**Run 1: supply network**

Pins as bars on the die edge.
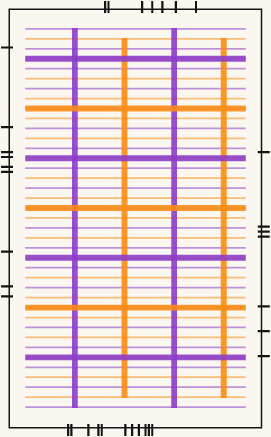
**Run 1: cell classes on the final placement**

Bar = 20 um.
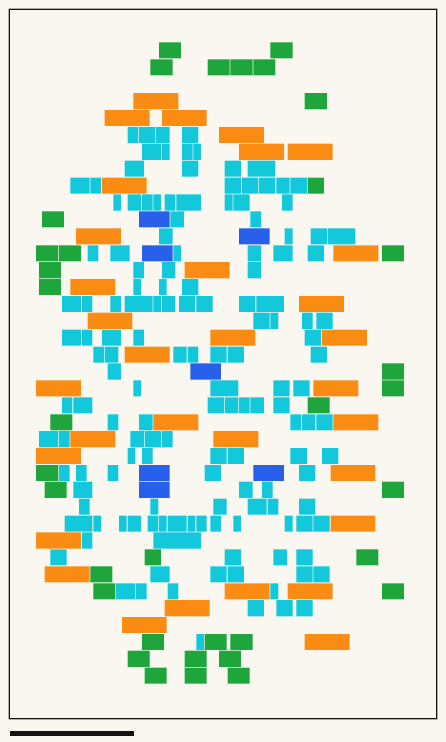
**Run 1: clock distribution**

Bar = 20 um.
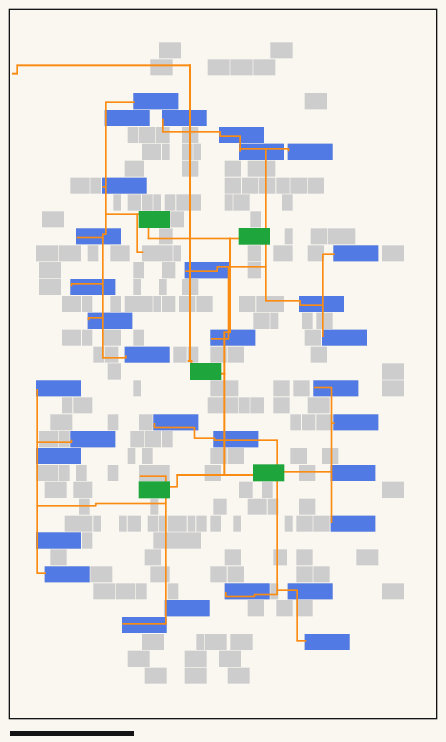
==> config.mk <==
export PLATFORM = sky130hd
export DESIGN_NAME = clock_counter
export DESIGN_NICKNAME = d
export VERILOG_FILES = /design/src/rtl/clock_counter.sv
export SDC_FILE = /design/constraint.sdc
export NUM_CORES = 1
export LEC_CHECK = 0
export CAP_MARGIN = 10
export CORE_ASPECT_RATIO = 1.75
export CORE_MARGIN = 4
export CORE_UTILIZATION = 26
export DETAILED_ROUTE_END_ITERATION = 7
export PLACE_DENSITY = 0.46
export SETUP_SLACK_MARGIN = 0.2
export SLEW_MARGIN = 20
export SYNTH_ARGS = -nofsm -noshare
export SYNTH_HDL_FRONTEND = slang
export SYNTH_SLANG_ARGS = --single-unit
==> constraint.sdc <==
create_clock -name clock -period 4.6 [get_ports clock]
set_clock_uncertainty 0.1 [all_clocks]
set_input_delay 0.92 -clock clock [delete_from_list [all_inputs] [get_ports clock]]
set_output_delay 0.92 -clock clock [all_outputs]
set_load 0.05 [all_outputs]
==> src/rtl/clock_counter.sv <==
// rtl/clock_counter.sv - free-running modulo-MAX_COUNT cycle counter
`timescale 1ns/1ps
module clock_counter #(
    parameter int MAX_COUNT = 100
) (
    input  logic               clock,
    input  logic               reset,
    output logic signed [31:0] amount
);

    if (MAX_COUNT < 1) begin : g_bad_max_count
        $fatal(1, "clock_counter: MAX_COUNT must be at least 1");
    end

    localparam logic signed [31:0] LAST = 32'(MAX_COUNT - 1);

    logic signed [31:0] amount_q;
    logic signed [31:0] amount_d;

    // Wrapping at >= LAST keeps amount+1 <= MAX_COUNT-1, so the sign bit is never reached.
    always_comb begin
        amount_d = amount_q + 32'sd1;
        if (amount_q >= LAST) begin
            amount_d = '0;
        end
    end

    always_ff @(posedge clock) begin
        if (reset) begin
            amount_q <= '0;
        end else begin
            amount_q <= amount_d;
        end
    end

    assign amount = amount_q;

endmodule

==> job_summary.md, run 1 <==
## Synthesis and layout report

| Metric | Value |
|---|---|
| Outcome | `completed` |
| Post-synth EDFFs | `0` |
| Crit Path Class | `reg -> out` |
| CTS resizes | `0` |
| Period utilisation layout | `59.11%` |
| Crit path cell chain | `clkdlybuf4s50_1` |
| Post-synthesis area per instance | `8.642 um2` |
| Die Footprint | `7811 um2` |
| Total tool warning count | `26` |
| H-Tree Level Count | `2` |
| Register share after synthesis | `38.41%` |
| Commonest cells in the netlist | `32 x dfxtp_1, 19 x nor3_1, 15 x a211oi_1, 15 x o31ai_1, 15 x or4_1` |
| Top delay family on crit path | `buffers and inverters` |
| LEAKAGE | `0.5803 nW` |
| Syn_nets | `196` |
| Final setup vio count | `0` |
| Layout cells sized above 1 | `8.597%` |
| Crit path max-delay cell type | `clkdlybuf4s50_1` |
| Synth top area share | `38.41%` |
| # hold bufs at CTS | `0` |
| Largest fanout on the critical path | `7` |
About 'supply network':
purple -> VSS
orange -> VDD
met4 straps = 4
signal pins = 34

About 'cell classes on the final placement':
cyan -> all other logic  # cells 147, share of their area 47%
orange -> flip-flops  # cells 32, share of their area 31%
blue -> clock drivers and dummy loads  # cells 7, share of their area 4.7%
green -> other buffers and delay cells  # cells 35, share of their area 17%

About 'clock distribution':
blue -> flip-flops  # count 32
orange -> clock wires  # length 541 um
green -> cells driving clock nets  # count 5
flops lie = widely spread

run 1: through the flow:
stage               total power [mW]  utilization [%]  instances  setup WS [ps]  hold slack, ps
finish                        0.5460            34.61        301           1881           419.4
global route                  0.5666            34.61        301           1692           450.2
CTS                           0.5573            34.61        301           1870           418.4
detailed placement            0.3139            33.07        294           1960           408.5
global placement              0.3137            33.07        294           2036           393.9
floorplan                     0.3043                -        193           2092           638.0
run 1: worst max-delay path by stage:
stage / cells past startpoint / slack (ps) / from / endpoint
floorplan: 5 / 2090 / amount[2] / amount[21]
global placement: 4 / 2040 / amount[2] / amount[31]
detailed placement: 4 / 1960 / amount[2] / amount[25]
CTS: 1 / 1870 / amount[8] / amount[8]
global route: 4 / 1690 / amount[2] / amount[31]
finish: 1 / 1880 / amount[8] / amount[8]
run 1: cells by family after synthesis:
kind of cell	after synthesis	synth area share (%)
AND-OR/OR-AND	40	18.91
AND/OR/NAND/NOR	86	30.08
XOR/XNOR	11	5.777
adder cells (fa/ha/maj)	1	0.7501
buffers and inverters	23	6.076
flip-flops	32	38.41
run 1: routing by layer:
metal	GRT usage, %	wire, um	vias to the layer above	part of all wire, %
met4	5.179	86	0	1.8
met2	22.72	2499	23	52
met1	17.02	2085	731	44
met3	2.759	119	5	2.5
li1	-	-	807	-
met5	0	0	-	0
run 1: report_power, final:
| group | total, mW | internal (mW) | switching, mW |
|---|---|---|---|
| clock network | 0.239 | 0.133 | 0.106 |
| logic | 0.0251 | 0.00802 | 0.0171 |
| registers | 0.282 | 0.279 | 0.00269 |
| total | 0.546 | 0.421 | 0.125 |
run 1: area by class of cell:
cell class / count / area share [%]
Clock buffer: 7 / 4.469
Tap cell: 80 / 4.643
Sequential cell: 32 / 29.72
Inverter: 9 / 1.567
Timing Repair Buffer: 35 / 16.02
Multi-Input combinational cell: 138 / 43.59
run 1: cells in the final DEF (no fill, tap or decap), drive strengths merged, types with 3 or more instances in the layout:
cell,Yosys,final
o31ai,15,15
nand2,9,9
xnor2,9,9
clkdlybuf4s50,0,33
or3,4,4
nor3,19,19
or4,16,16
nand4,8,8
nand3,13,13
nor2,4,4
dfxtp,32,32
inv,9,9
clkbuf,12,7
o21ai,3,3
a211oi,19,19
nor4,8,8
**Run 1: the clock network**

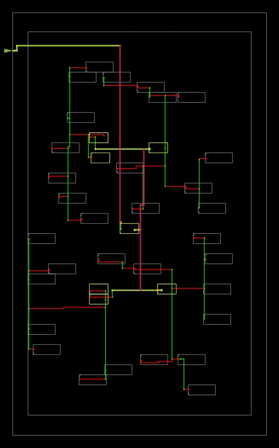

==> run 2, diff against run 1 <==
--- a/config.mk
+++ b/config.mk
@@ -10,7 +10,7 @@
 export CORE_MARGIN = 4
 export CORE_UTILIZATION = 26
 export DETAILED_ROUTE_END_ITERATION = 7
-export PLACE_DENSITY = 0.46
+export PLACE_DENSITY = 0.48
 export SETUP_SLACK_MARGIN = 0.2
 export SLEW_MARGIN = 20
 export SYNTH_ARGS = -nofsm -noshare
==> constraint.sdc (replaced) <==
create_clock -name clock -period 2.27 [get_ports clock]
set_clock_uncertainty 0.1 [all_clocks]
set_input_delay 0.454 -clock clock [delete_from_list [all_inputs] [get_ports clock]]
set_output_delay 0.454 -clock clock [all_outputs]
set_load 0.05 [all_outputs]
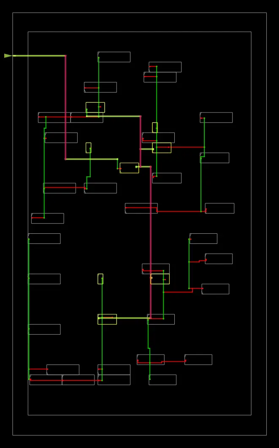
**Above:** run 2 (the clock network).
Late-Pin Clk Latency: 290 ps
Flop Count: 32
Clock Sinks: 32

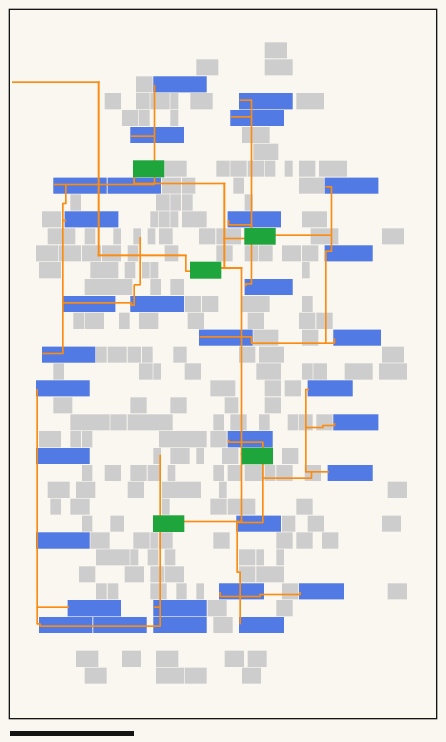
**Above:** run 2 (clock distribution).
Bar = 20 um.
blue -> flip-flops  # count 32
orange -> clock wires  # length 527 um
green -> cells driving clock nets  # count 5
routed clock nets = 6

==> job_summary.md, run 2 <==
## Synthesis and layout report

| Metric | Value |
|---|---|
| Seq pwr share | `53.0%` |
| Layout cells sized above 1 | `27.16%` |
| Met3 Wirelength | `133 um` |
| Combinational power share | `5.6%` |
| Post-synthesis area per instance | `8.642 um2` |
| Register share after synthesis | `38.41%` |
| Syn_nets | `196` |
| Synth top area share | `38.41%` |
| H-Tree Level Count | `2` |
| Net Sw Power | `256.6 uW` |
| Total tool warning count | `29` |
| Switch share | `24.67%` |
| Commonest cells in the netlist | `32 x dfxtp_1, 19 x nor3_1, 15 x a211oi_1, 15 x o31ai_1, 15 x or4_1` |
| Top cell excl fill/tap | `dfxtp_4` |
| Placed Cells | `303` |
| Finished Layout Cells | `312` |
| Crit path cell chain | `nand3_1, or4_4, or4_1, a211oi_1` |
| Worst setup margin | `216.7 ps` |
| Crit Path Class | `reg -> reg` |
| Outcome | `completed` |
| Top delay family on crit path | `simple AND/OR/NAND/NOR gates` |
| LEAKAGE | `0.8397 nW` |
| Largest fanout on the critical path | `15` |
| Period utilisation layout | `90.45%` |
| Power Total | `1.040 mW` |
| Cell-internal power | `783.4 uW` |
| Met1 Routed Length | `2162 um` |
| Highest Signal Layer | `met4` |
| Met2 routed WL | `2793 um` |
| Post-synth EDFFs | `0` |
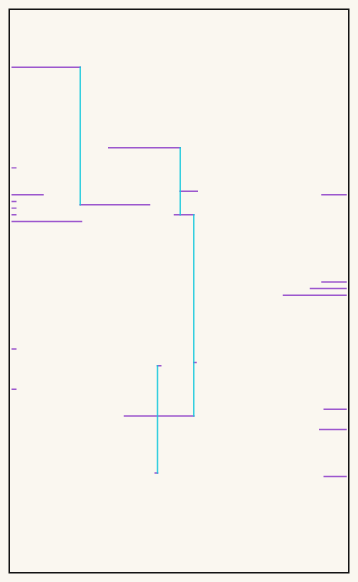
**Above:** run 2 (routed metal, one color a layer).
Two of the layers only.
cyan -> met4  # wire length 104 um
purple -> met3  # wire length 133 um

run 2: cell counts after synthesis:
Identical to the previous run, type by type.
run 2: path summary, 6_finish.rpt:
| check | startpoint | to | slack (ps) | depth (start not counted) |
|---|---|---|---|---|
| hold reg to reg | amount[0] | amount[0] | 370 | 1 |
| setup reg to reg | amount[14] | amount[28] | 220 | 4 |
| setup / recovery | amount[14] | amount[28] | 220 | 4 |
| hold / removal | amount[0] | amount[0] | 370 | 1 |
run 2: repair_timing:
action,in CTS,in global routing
gates resized,13,10
pin swaps,1,1
cloned,1,0
buffers inserted,0,0
setup endpoints to repair,18,19
hold buffers,0,0
run 2: cell type report:
class	count	area, um2
Clock buffer	8	80.08
Fill cell	642	3839
Inverter	9	33.78
Multi-Input combinational cell	139	1023
Sequential cell	32	723.2
Tap cell	80	100.1
Timing Repair Buffer	44	429.2
run 2: cells by family (layout without fill, tap and decap cells):
| kind of cell | count (synthesis) | after routing | share of synthesized area (%) |
|---|---|---|---|
| AND/OR/NAND/NOR | 86 | 87 | 30.08 |
| flip-flops | 32 | 32 | 38.41 |
| AND-OR/OR-AND | 40 | 40 | 18.91 |
| buffers and inverters | 23 | 61 | 6.076 |
| XOR/XNOR | 11 | 11 | 5.777 |
| adder cells (fa/ha/maj) | 1 | 1 | 0.7501 |
run 2: routing by layer:
layer	GRT usage [%]	vias up
met5	0	-
met1	17.53	786
met3	3.153	10
met2	24.38	23
met4	5.312	0
li1	-	835
run 2: power groups by stage:
| stage | sequential (mW) | combinational, mW | clock (mW) |
|---|---|---|---|
| after floorplan | 0.579 | 0.0185 | 0 |
| after global placement | 0.564 | 0.0600 | 0 |
| after detailed placement | 0.564 | 0.0595 | 0 |
| after CTS | 0.551 | 0.0591 | 0.450 |
| after global routing | 0.552 | 0.0634 | 0.470 |
| final | 0.551 | 0.0584 | 0.430 |
==> run 3, diff against run 2 <==
--- a/config.mk
+++ b/config.mk
@@ -12,6 +12,7 @@
 export DETAILED_ROUTE_END_ITERATION = 7
 export PLACE_DENSITY = 0.48
 export SETUP_SLACK_MARGIN = 0.2
+export SKIP_LAST_GASP = 1
 export SLEW_MARGIN = 20
 export SYNTH_ARGS = -nofsm -noshare
 export SYNTH_HDL_FRONTEND = slang
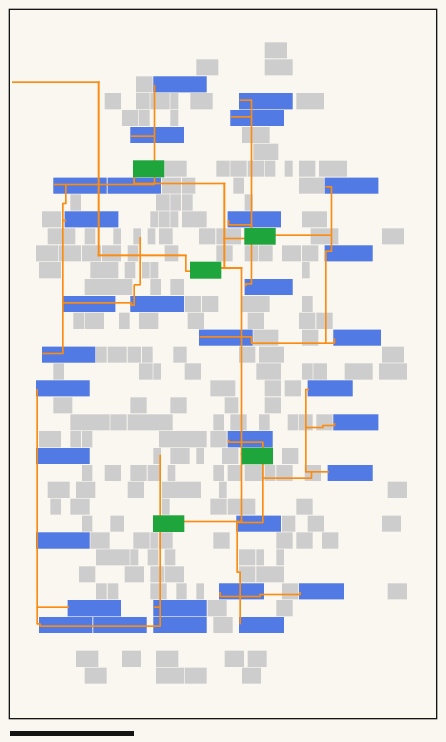
**Above:** run 3 (clock distribution).
Bar = 20 um.
blue -> flip-flops  # count 32
green -> cells driving clock nets  # count 5
orange -> clock wires  # length 527 um
routed clock nets = 6
flops lie = widely spread

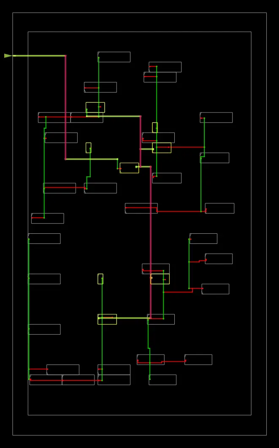
**Above:** run 3 (the clock network).
CTS Buf Count: 5
clock-net power: 430 uW
clk_buf instances: 8

==> job_summary.md, run 3 <==
## Synthesis and layout report

| Metric | Value |
|---|---|
| Clock Sinks | `32` |
| Syn_nets | `196` |
| Top cell excl fill/tap | `dfxtp_4` |
| Largest fanout on the critical path | `15` |
| Outcome | `completed` |
| Register share after synthesis | `38.41%` |
| Commonest cells in the netlist | `32 x dfxtp_1, 19 x nor3_1, 15 x a211oi_1, 15 x o31ai_1, 15 x or4_1` |
| Post-synth EDFFs | `0` |
| Most instantiated logic cells after routing | `21 x dfxtp_4, 19 x nor3_1, 15 x clkdlybuf4s50_1, 14 x o31ai_1, 13 x a211oi_1` |
| H-Tree Level Count | `2` |
| Seq pwr share | `53.0%` |
| Clock power frac | `41.4%` |
| Die Footprint | `7811 um2` |
| Crit Path Class | `reg -> reg` |
| Layout cells sized above 1 | `27.16%` |
| Period utilisation layout | `90.45%` |
| Total tool warning count | `29` |
| LEAKAGE | `0.8397 nW` |
| Net Sw Power | `256.6 uW` |
| Filler Cells Inserted | `642` |
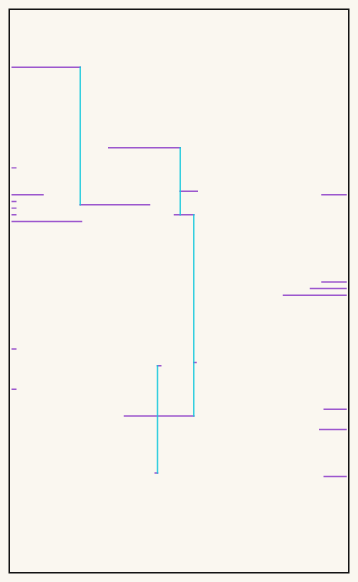
**Above:** run 3 (routed metal, one color a layer).
Two of the layers only.
purple -> met3  # wire length 133 um
cyan -> met4  # wire length 104 um

## run 3: cell type report
class	count	area (um2)	share of cell area [%]
Clock buffer	8	80.08	3.351
Multi-Input combinational cell	139	1023	42.83
Tap cell	80	100.1	4.188
Timing Repair Buffer	44	429.2	17.96
Sequential cell	32	723.2	30.26
Inverter	9	33.78	1.414
## run 3: what timing repair did
action                                  in CTS  in global routing
gates cloned                                 1                  0
endpoints found under the hold margin        0                  0
setup buffers                                0                  0
endpoints found under the setup margin      18                 19
gates resized                               13                 10
pin swaps                                    1                  1
## run 3: worst paths after layout
path,start,to,depth (start not counted)
setup / recovery,amount[14],amount[28],4
hold / removal,amount[0],amount[0],1
setup reg to reg,amount[14],amount[28],4
hold reg to reg,amount[0],amount[0],1
## run 3: critical path: stages (launching register included)
cell and delay [ps]:
dfxtp_4 370, nand3_1 130, or4_4 640, or4_1 490
a211oi_1 230
## run 3: kinds of logic after synthesis
group	synth area share, %
compound gates	18.91
xor+xnor	5.777
fa+ha+maj	0.7501
buf+inv	6.076
flops	38.41
simple gates	30.08
## run 3: routing by layer
| layer | wire length (um) | track usage [%] | vias to the layer above |
|---|---|---|---|
| met5 | 0 | 0 | - |
| met4 | 104 | 5.312 | 0 |
| met3 | 133 | 3.153 | 10 |
| met2 | 2793 | 24.38 | 23 |
| met1 | 2162 | 17.53 | 786 |
| li1 | - | - | 835 |
## run 3: metrics by stage
step | utilization, % | cells | instance area, um2 | total power, mW | setup WS, ps
2_1_floorplan | - | 193 | 1807 | 0.5974 | 193.3
3_3_place_gp | 36.54 | 303 | 2276 | 0.6244 | 188.8
3_5_place_dp | 36.54 | 303 | 2276 | 0.6240 | 156.8
4_1_cts | 37.89 | 312 | 2360 | 1.061 | 183.5
5_1_grt | 38.37 | 312 | 2390 | 1.084 | 140.5
6_report | 38.37 | 312 | 2390 | 1.040 | 216.7
## run 3: power groups by stage
stage          combinational, mW  clock (mW)  sequential, mW
3_5_place_dp              0.0595           0           0.564
4_1_cts                   0.0591       0.450           0.551
6_report                  0.0584       0.430           0.551
5_1_grt                   0.0634       0.470           0.552
3_3_place_gp              0.0600           0           0.564
2_1_floorplan             0.0185           0           0.579
Power and IR drop assume default switching activity.
